===== config.mk =====
export PLATFORM = sky130hd
export DESIGN_NAME = player_ship
export DESIGN_NICKNAME = d
export VERILOG_FILES = /design/src/rtl/player_ship.sv
export SDC_FILE = /design/constraint.sdc
export NUM_CORES = 1
export LEC_CHECK = 0
export CAP_MARGIN = 20
export CELL_PAD_IN_SITES_DETAIL_PLACEMENT = 0
export CELL_PAD_IN_SITES_GLOBAL_PLACEMENT = 1
export CORE_UTILIZATION = 35
export CTS_CLUSTER_SIZE = 28
export DETAILED_ROUTE_END_ITERATION = 10
export GPL_TIMING_DRIVEN = 0
export PLACE_DENSITY = 0.83
export SLEW_MARGIN = 30
export SYNTH_ARGS = -nofsm -noshare
export SYNTH_HDL_FRONTEND = slang
export SYNTH_SLANG_ARGS = --single-unit

===== constraint.sdc =====
create_clock -name frame_clk -period 2.6 [get_ports frame_clk]
set_clock_uncertainty 0.05 [all_clocks]
set_input_delay 0.26 -clock frame_clk [delete_from_list [all_inputs] [get_ports frame_clk]]
set_output_delay 0.26 -clock frame_clk [all_outputs]
set_load 0.01 [all_outputs]

===== src/rtl/player_ship.sv =====
// ---------------------------------------------------------------------------
// player_ship
// Player ship controller: keyboard-driven horizontal movement, edge-detected
// fire with cooldown, hit/explode/respawn/game-over life cycle.
// Revision: 1.0
// ---------------------------------------------------------------------------
`default_nettype none

module player_ship #(
  parameter int SCREEN_W       = 640,
  parameter int SHIP_W         = 26,
  parameter int STEP           = 2,
  parameter int NUM_KEYS       = 2,
  parameter int COOLDOWN       = 30,
  parameter int EXPLODE_FRAMES = 60,
  parameter int INVULN_FRAMES  = 120,
  parameter int START_LIVES    = 3
) (
  input  logic                  frame_clk,
  input  logic                  Reset,
  input  logic [8*NUM_KEYS-1:0] keycode,
  input  logic                  bullet_active,
  input  logic                  hit,
  output logic [9:0]            ship_x,
  output logic [9:0]            ship_w,
  output logic                  fire,
  output logic [1:0]            lives,
  output logic                  visible,
  output logic [1:0]            state
);

  typedef enum logic [1:0] {
    ALIVE     = 2'd0,
    EXPLODE   = 2'd1,
    RESPAWN   = 2'd2,
    GAME_OVER = 2'd3
  } state_t;

  localparam int CD_W  = $clog2(COOLDOWN + 1);
  localparam int EX_W  = $clog2(EXPLODE_FRAMES + 1);
  // Blink uses bit 3 of the invulnerability counter, so keep at least 4 bits.
  localparam int INV_W = ($clog2(INVULN_FRAMES + 1) > 4) ? $clog2(INVULN_FRAMES + 1) : 4;

  localparam logic signed [10:0] MAX_X    = 11'(SCREEN_W - SHIP_W);
  localparam logic signed [10:0] STEP_S   = 11'(STEP);
  localparam logic [9:0]         CENTER_X = 10'((SCREEN_W - SHIP_W) / 2);

  state_t            state_q, state_d;
  logic [9:0]        x_q, x_d;
  logic [1:0]        lives_q, lives_d;
  logic              fire_q, fire_d;
  logic              fire_prev_q, fire_prev_d;
  logic [CD_W-1:0]   cd_q, cd_d;
  logic [EX_W-1:0]   ex_q, ex_d;
  logic [INV_W-1:0]  inv_q, inv_d;

  logic              key_left, key_right, key_fire;
  logic              movable, fire_ok;
  logic signed [10:0] pos_cur, pos_nxt;

  // Key decode: a key is pressed if it appears on any channel.
  always_comb begin
    key_left  = 1'b0;
    key_right = 1'b0;
    key_fire  = 1'b0;
    for (int i = 0; i < NUM_KEYS; i++) begin
      if (keycode[8*i +: 8] == 8'h04) key_left  = 1'b1;
      if (keycode[8*i +: 8] == 8'h07) key_right = 1'b1;
      if (keycode[8*i +: 8] == 8'h2C) key_fire  = 1'b1;
    end
  end

  // Next-state logic: movement, fire gating and the life-cycle FSM.
  always_comb begin
    state_d     = state_q;
    x_d         = x_q;
    lives_d     = lives_q;
    fire_d      = 1'b0;
    fire_prev_d = key_fire;
    cd_d        = (cd_q == '0) ? '0 : cd_q - 1'b1;
    ex_d        = ex_q;
    inv_d       = inv_q;

    movable = (state_q == ALIVE) || (state_q == RESPAWN);
    fire_ok = movable && key_fire && !fire_prev_q && (cd_q == '0) && !bullet_active;

    // Signed 11-bit arithmetic so stepping past either edge clamps instead of wrapping.
    pos_cur = signed'({1'b0, x_q});
    pos_nxt = pos_cur;
    if (movable && key_left && !key_right) begin
      pos_nxt = pos_cur - STEP_S;
      if (pos_nxt < 0) pos_nxt = '0;
    end else if (movable && key_right && !key_left) begin
      pos_nxt = pos_cur + STEP_S;
      if (pos_nxt > MAX_X) pos_nxt = MAX_X;
    end
    x_d = pos_nxt[9:0];

    // A hit in ALIVE takes priority over a simultaneous shot.
    if (fire_ok && !(state_q == ALIVE && hit)) begin
      fire_d = 1'b1;
      cd_d   = CD_W'(COOLDOWN - 1);
    end

    case (state_q)
      ALIVE: begin
        if (hit) begin
          state_d = EXPLODE;
          lives_d = (lives_q == 2'd0) ? 2'd0 : lives_q - 2'd1;
          ex_d    = EX_W'(EXPLODE_FRAMES - 1);
        end
      end
      EXPLODE: begin
        if (ex_q == '0) begin
          if (lives_q == 2'd0) begin
            state_d = GAME_OVER;
          end else begin
            state_d = RESPAWN;
            x_d     = CENTER_X;
            inv_d   = INV_W'(INVULN_FRAMES - 1);
          end
        end else begin
          ex_d = ex_q - 1'b1;
        end
      end
      RESPAWN: begin
        if (inv_q == '0) state_d = ALIVE;
        else             inv_d   = inv_q - 1'b1;
      end
      default: ;  // GAME_OVER holds everything until Reset
    endcase
  end

  // State register with asynchronous reset.
  always_ff @(posedge frame_clk or posedge Reset) begin
    if (Reset) begin
      state_q     <= ALIVE;
      x_q         <= CENTER_X;
      lives_q     <= 2'(START_LIVES);
      fire_q      <= 1'b0;
      fire_prev_q <= 1'b0;
      cd_q        <= '0;
      ex_q        <= '0;
      inv_q       <= '0;
    end else begin
      state_q     <= state_d;
      x_q         <= x_d;
      lives_q     <= lives_d;
      fire_q      <= fire_d;
      fire_prev_q <= fire_prev_d;
      cd_q        <= cd_d;
      ex_q        <= ex_d;
      inv_q       <= inv_d;
    end
  end

  // Output decode; visibility blinks off the invulnerability counter while respawning.
  always_comb begin
    ship_x = x_q;
    ship_w = 10'(SHIP_W);
    fire   = fire_q;
    lives  = lives_q;
    state  = state_q;
    case (state_q)
      ALIVE:   visible = 1'b1;
      RESPAWN: visible = inv_q[3];
      default: visible = 1'b0;
    endcase
  end

endmodule

`default_nettype wire


==> CHANGELOG.md <==
## Flow update

- Violated checks: setup timing
- R2R cell count: 8
- Dominant logic cell types in the final layout: clkdlybuf4s50_1, nand2_1, dfrtp_1
- Post-place instance area: between 0.002 and 0.003 mm²
- Largest Pwr Group: sequential cells
- Placed insts: 420
- Endpoints failing setup: 1
- Vias per inst: 5.47
- Die Ht: 85.6 µm
- FMAX: between 300 and 400 MHz
- Switching share of power: between 20% and 30%
- XOR Share, Synth: ~4.7%
- Hold buffers post-CTS: 0
- Combinational power: between 0.3 and 0.4 mW
- Simple share: a little over a quarter
- Seq/total area: ~26%
- FP Util: between 30% and 40%
- Worst-path clk slew: about 0.090 ns
- Yosys reg bits: 34
- Metal2 WL: 2980 µm
- Mux area share: 2.10%
- Crit path DRT: between 2 and 3 ns
- Met2 Resource Use GR: between 30% and 40%
- Met1 usage: roughly a quarter
- Worst setup margin: -0.0221 ns
- Post-Route Setup TNS: -0.0221 ns
- Status: finished with violations
==> logic make-up after synthesis <==
logic type,Yosys count
XOR/XNOR,13
AND/OR/NAND/NOR,124
other,2
flip-flops,34
multiplexers,5
adder cells (fa/ha/maj),7
buffers and inverters,40
AND-OR/OR-AND,72
==> cells in the mapped netlist (all sizes together) (3+ instances only) <==
| library cell | count | area [µm²] |
|---|---|---|
| dfrtp | 27 | 676 |
| xor2 | 4 | 35.0 |
| nor2 | 20 | 75.1 |
| nor4 | 7 | 43.8 |
| or3 | 5 | 31.3 |
| a21oi | 15 | 75.1 |
| nor3 | 17 | 85.1 |
| nand3 | 11 | 55.1 |
| clkbuf | 9 | 33.8 |
| ha | 7 | 87.6 |
| o22ai | 3 | 18.8 |
| a211oi | 3 | 27.5 |
| nor4b | 5 | 65.1 |
| a311o | 3 | 30.0 |
| nand4 | 5 | 31.3 |
| xnor2 | 9 | 78.8 |
| buf | 11 | 80.1 |
| a22oi | 3 | 22.5 |
| mux2i | 4 | 40.0 |
| inv | 20 | 75.1 |
| and3 | 5 | 31.3 |
| dfstp | 7 | 184 |
| and2 | 3 | 18.8 |
| nor2b | 4 | 25.0 |
| nand2 | 33 | 124 |
| o21ai | 19 | 95.1 |
| a311oi | 3 | 26.3 |
| a31oi | 4 | 25.0 |
| o211ai | 3 | 22.5 |
==> worst paths after layout <==
kind	start	to
worst max-delay path	ship_x[1]	ship_x[1]
worst min-delay path	Reset	ship_x[6]
worst max register to register	ship_x[1]	ship_x[1]
worst min register to register	lives[0]	lives[0]
max in group asynchronous	Reset	ship_x[2]
min in group frame_clk	lives[0]	lives[0]
==> timing repair <==
item / in CTS / in global routing
resized: 12 / 20
hold endpoints to repair: 0 / 0
setup endpoints to repair: 8 / 10
buffers inserted: 8 / 4
gates cloned: 0 / 0
pin swaps: 5 / 8
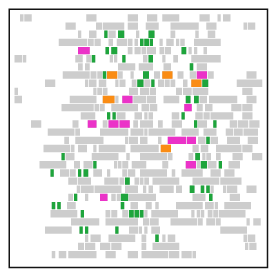
Fig. 1. Gate families picked out.
(3 px per µm)
Orange stands for multiplexers, cells 5. Magenta stands for AND-OR and OR-AND gates, cells 11, where middle. Green stands for NAND gates, cells 52.
non-filler cells in the finished layout: 438
fraction of area in multi-input gates: 47.8%
Commonest Layout Cell: clkdlybuf4s50_1

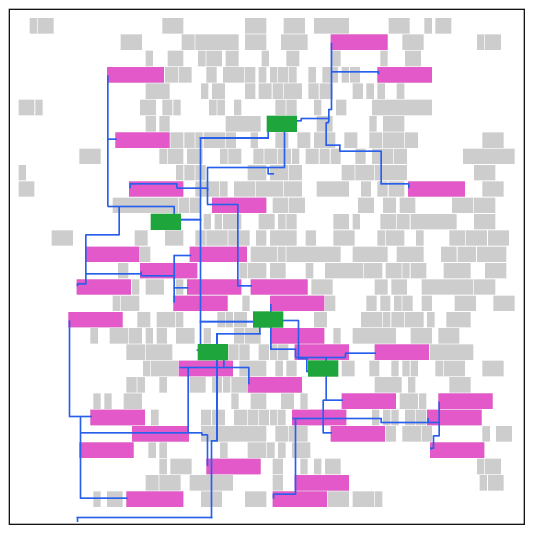
Fig. 2. Clock distribution.
(6 px per µm)
Blue stands for clock wires, length 546 µm. Magenta stands for flip-flops, count 34. Green stands for cells driving clock nets, count 5.
There are 6 routed clock nets.
clock group power: 0.604 mW
clock power share: 35.5%

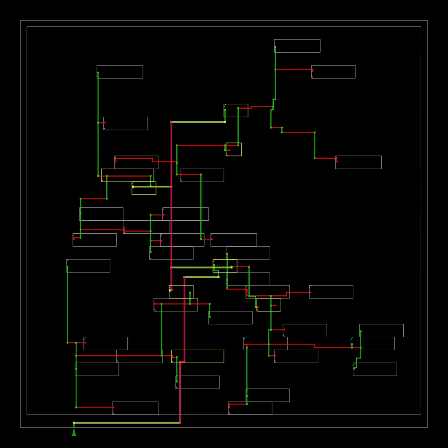
Fig. 3. Clock routing.
clock buf count: 5
CTS sink cnt: 34
Inserted Clock Buffers: 5

Power figures rest on the tool's default switching activity, not on a simulated workload.
